`src/rtl/regfile_write_arbiter.sv`:
```
// Round-robin arbiter sharing the register-file write port between the ALU
// and load writeback paths, with a one-entry commit stage and pending flags.
//
//   state | meaning
//   EMPTY | no buffered write; a granted non-R0 write loads the stage
//   FULL  | stage holds a write; commits each cycle wb_stall is low
module regfile_write_arbiter #(
    parameter int DATA_W   = 8,
    parameter int ADDR_W   = 3,
    parameter int NUM_REGS = 8
) (
    input  logic                clk,
    input  logic                rst,
    input  logic                req0_valid,
    input  logic [ADDR_W-1:0]   req0_addr,
    input  logic [DATA_W-1:0]   req0_data,
    output logic                req0_ready,
    input  logic                req1_valid,
    input  logic [ADDR_W-1:0]   req1_addr,
    input  logic [DATA_W-1:0]   req1_data,
    output logic                req1_ready,
    input  logic                wb_stall,
    output logic [ADDR_W-1:0]   reg_write,
    output logic [DATA_W-1:0]   in_data,
    output logic                reg_write_signal,
    output logic [NUM_REGS-1:0] pending
);

    typedef enum logic {EMPTY = 1'b0, FULL = 1'b1} state_t;

    state_t              state;
    logic                rr_ptr;
    logic                accept_ok;
    logic                grant0;
    logic                grant1;
    logic                grant_any;
    logic [ADDR_W-1:0]   grant_addr;
    logic [DATA_W-1:0]   grant_data;

    // A reset cycle neither accepts nor commits, so a buffered write is discarded.
    assign accept_ok = !rst && ((state == EMPTY) || !wb_stall);

    assign grant0    = accept_ok && req0_valid && (!req1_valid || !rr_ptr);
    assign grant1    = accept_ok && req1_valid && (!req0_valid ||  rr_ptr);
    assign grant_any = grant0 || grant1;

    assign grant_addr = grant0 ? req0_addr : req1_addr;
    assign grant_data = grant0 ? req0_data : req1_data;

    assign req0_ready       = grant0;
    assign req1_ready       = grant1;
    assign reg_write_signal = !rst && (state == FULL) && !wb_stall;

    always_comb begin
        pending = '0;
        if (state == FULL) begin
            pending[reg_write] = 1'b1;
        end
    end

    always_ff @(posedge clk) begin
        if (rst) begin
            state     <= EMPTY;
            rr_ptr    <= 1'b0;
            reg_write <= '0;
            in_data   <= '0;
        end else begin
            if (grant_any) begin
                rr_ptr <= grant0;
            end
            // R0 writes complete the handshake but never occupy the stage.
            if (grant_any && (grant_addr != '0)) begin
                state     <= FULL;
                reg_write <= grant_addr;
                in_data   <= grant_data;
            end else if ((state == FULL) && !wb_stall) begin
                state <= EMPTY;
            end
        end
    end

endmodule
```
`config.mk`:
```
export PLATFORM = sky130hd
export DESIGN_NAME = regfile_write_arbiter
export DESIGN_NICKNAME = d
export VERILOG_FILES = /design/src/rtl/regfile_write_arbiter.sv
export SDC_FILE = /design/constraint.sdc
export NUM_CORES = 1
export LEC_CHECK = 0
export CELL_PAD_IN_SITES_DETAIL_PLACEMENT = 0
export CELL_PAD_IN_SITES_GLOBAL_PLACEMENT = 2
export CORE_MARGIN = 2
export CORE_UTILIZATION = 18
export DETAILED_ROUTE_END_ITERATION = 7
export GPL_TIMING_DRIVEN = 0
export PLACE_DENSITY = 0.84
export SETUP_SLACK_MARGIN = 0.15
export SLEW_MARGIN = 20
export SYNTH_ARGS = -nofsm -noshare
export SYNTH_HDL_FRONTEND = slang
export SYNTH_SLANG_ARGS = --single-unit
export TNS_END_PERCENT = 10
```
`constraint.sdc`:
```
create_clock -name clk -period 1.7 [get_ports clk]
set_input_delay 0.255 -clock clk [delete_from_list [all_inputs] [get_ports clk]]
set_output_delay 0.255 -clock clk [all_outputs]
set_load 0.1 [all_outputs]
```
==> summary.txt <==
run metrics: IO Count=49, synthesized net count=~120, antenna cell count=0, class of the most critical hold timing path=input pin to flip-flop, topmost layer with routed signal wires=met4, proportion of synthesized flip-flops having asynchronous set or reset=0%, Sequential Area=roughly 270 µm², Fmax=roughly 0.65 GHz, CP arrival=1.30 ns, highest fanout seen on the critical path=5, cells in synth_stat.txt=between 90 and 100, drt first pass iters=4, Placer Congestion=0.698, total length of routed met3 wires=95 µm, dominant cell by count in the synthesized netlist=nand2_1, final number of max-transition violations=0, average instance area after synthesis=slightly above 8 µm², slew at the pin closest to its max-slew limit=~0.55 ns, final setup violating endpoints=0, worst-case headroom to the max-slew limit=63.5%, result of the run=completed, unrepaired setup endpoints after global routing=true, most used flip-flop cell after synthesis=dfxtp_1, total clock sinks=13, cell taking the most area after synthesis=dfxtp_1, via/cell ratio=4.64, AND-OR/OR-AND share of the synthesized area=24.8%, synthesized instance count=91, Initial Util=18.8%, Seq share, synth=34.6%, reg2reg setup slack=0.21 ns, ratio of final minimum period to clock period=91.2%, number of global-route vias before repair=904, worst clock skew=0.00242 ns, clock tree root driver cell=clkbuf_8, most instantiated cells after synthesis=nand2_1, dfxtp_1, a311oi_1, nor3_2, nor2_1, via total after detailed routing=923, residual DRC count=0, depth of the most critical reg-to-reg path=5, Metal-1 WL=roughly 1100 µm, Adder-Cell Fraction of Synth Area=0%, synthesized cell area=752 µm², simple share=36.4%, accumulated negative setup slack=0 ns, area of the synthesized netlist per yosys stat=between 700 and 800 µm², area of the die=between 4000 and 5000 µm², number of placed cells counting well taps=189, average routed wire per standard cell=13.8 µm, synthesized-area fraction occupied by xor and xnor cells=0%, post-layout instance count excluding filler cells=a little under 200, total power draw=about 0.0012 W, fraction of final layout cells with drive strength greater than 1=between 40 and 50%, start-to-end type of the worst setup path=flip-flop to output port, Cells on Worst Hold Path=2, worst flop-to-flop path endpoint=in_data[7]$_SDFFE_PP0P_, number of warnings the tools reported=28, crit start category=flip-flop, H-tree depth=1, end of the worst hold path=in_data[5]$_SDFFE_PP0P_, Worst Hold Margin=0.486 ns, Die Wd=68.6 µm, vertical die size=roughly 69 µm, required time of the worst setup path=around 1.4 ns, Final min period=1.55 ns, wire length of the first global-routing pass=4270 µm, wire length on met2=1520 µm, start point of the worst min-delay path=rst, yosys warning tally=0, final antenna-violating net count=0, library cells used by synthesis=28, hold violation count in the final report=0, share of synthesized area spent on multiplexers=0%, post-synth tally of flip-flops with integrated enable=0, synthesized flop and latch total=13, start point of the critical path=state$_SDFFE_PP0P_, count of buffers inserted at the top-level ports=48, largest family of logic cells by area=simple AND/OR/NAND/NOR gates, Global Route Usage Sum=12.3%, end of the critical path=req1_ready, leakage power figure=0.558 nW, clock buffer depth=2, pin count of the biggest net entering global routing=11, Critical Path End Type=output port, combinational gate area=576 µm², core outline area=about 4000 µm², clock tree from TritonCTS=built
==> layer usage <==
layer,GRT usage (%),up-vias
met1,14.2,443
met5,0,-
li1,-,456
met3,1.79,2
met4,5.25,0
met2,22.5,22
==> registers in the layout (all words and copies together) (netlist names) <==
name	flops
in_data	8
reg_write	3
rr_ptr	1
state	1
==> critical path, cell delays in order, from the launching register on <==
cell and delay (ns):
dfxtp_4 0.37, a21oi_4 0.19, and3_4 0.21, buf_8 0.11, buf_12 0.17
==> power breakdown <==
part	switching (W)	leakage [nW]	internal [W]
clock	0.000106	0.0228	0.000165
combinational	0.000375	0.425	0.000190
sequential	0.0000341	0.110	0.000337
total	0.000515	0.558	0.000692
==> repair_timing <==
action / in CTS / in global routing
pin swaps: 1 / 3
buffers inserted: 4 / 2
gates resized: 127 / 9
setup endpoints to repair: 30 / 13
==> stage by stage <==
step | cell area [µm²] | utilization (%) | setup WS, ns
finish | 1560 | 39.0 | 0.150
global route | 1560 | 39.0 | 0.101
CTS | 1520 | 37.9 | 0.154
detailed placement | 1380 | 34.4 | -1.13
global placement | 1380 | 34.4 | -1.15
floorplan | 832 | - | -0.218
==> final cells by class <==
cell class                 count  area share, %
buffer                         5           3.29
sequential                    13           17.3
inverter                       1          0.241
clock buffer                   4           2.89
multi-input combinational     72           36.9
tap                           50           4.01
timing repair buffer          54           35.4
==> placed cells by master, fill, tap and decap left out, types with 3 or more instances in the layout <==
master,n
clkdlybuf4s50_1,20
nand2_1,18
clkdlybuf4s15_2,11
dfxtp_1,9
buf_4,9
nor3_2,8
buf_6,7
a311oi_1,7
nor2_4,6
dlygate4sd2_1,6
nand2b_1,4
a22oi_1,3
a21oi_1,3
clkbuf_8,3
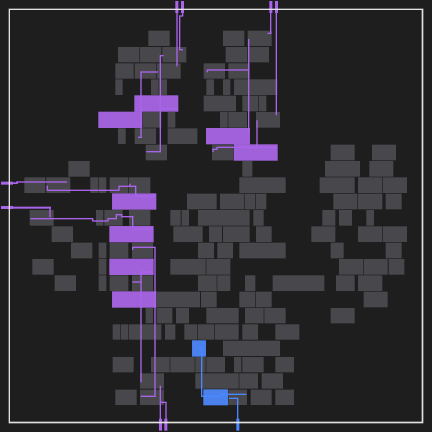
Figure 1: wires at chosen ports, followed through buffers.
Drawn at 6 px/µm.
in_data -> purple  # bits 8, direction output, edge 4 top, 2 left, 2 bottom, end cells 8, buffers 8, wire 236 µm
req0_valid -> blue  # bits 1, direction input, edge bottom, end cells 2, buffers 1, wire 21.4 µm

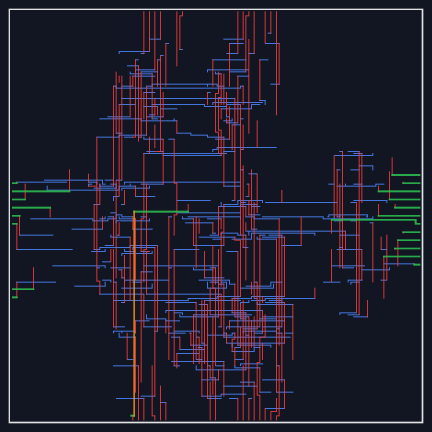
Figure 2: metal layers overlaid.
Drawn at 6 px/µm.
M2 -> red  # wire length 1520 µm
M3 -> green  # wire length 95.9 µm
M1 -> blue  # wire length 1110 µm
M4 -> orange  # wire length 34.0 µm

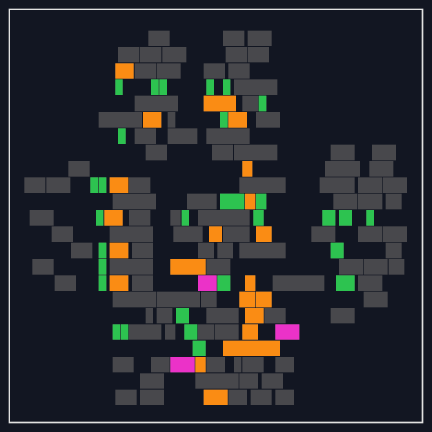
Figure 3: selected gate families.
Drawn at 6 px/µm.
nand cells -> green  # cells 29, most used nand2_1
and/or cells -> magenta  # cells 3
aoi and oai cells -> orange  # cells 21, most used a311oi_1

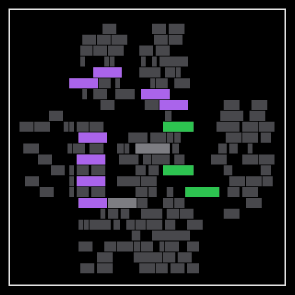
Figure 4: register map, names as in the netlist.
Drawn at 4 px/µm. Other sequential cells in the stronger gray, the rest of the logic in the fainter gray.
in_data -> purple  # flops 8
reg_write -> green  # flops 3

Power and IR drop assume default switching activity.
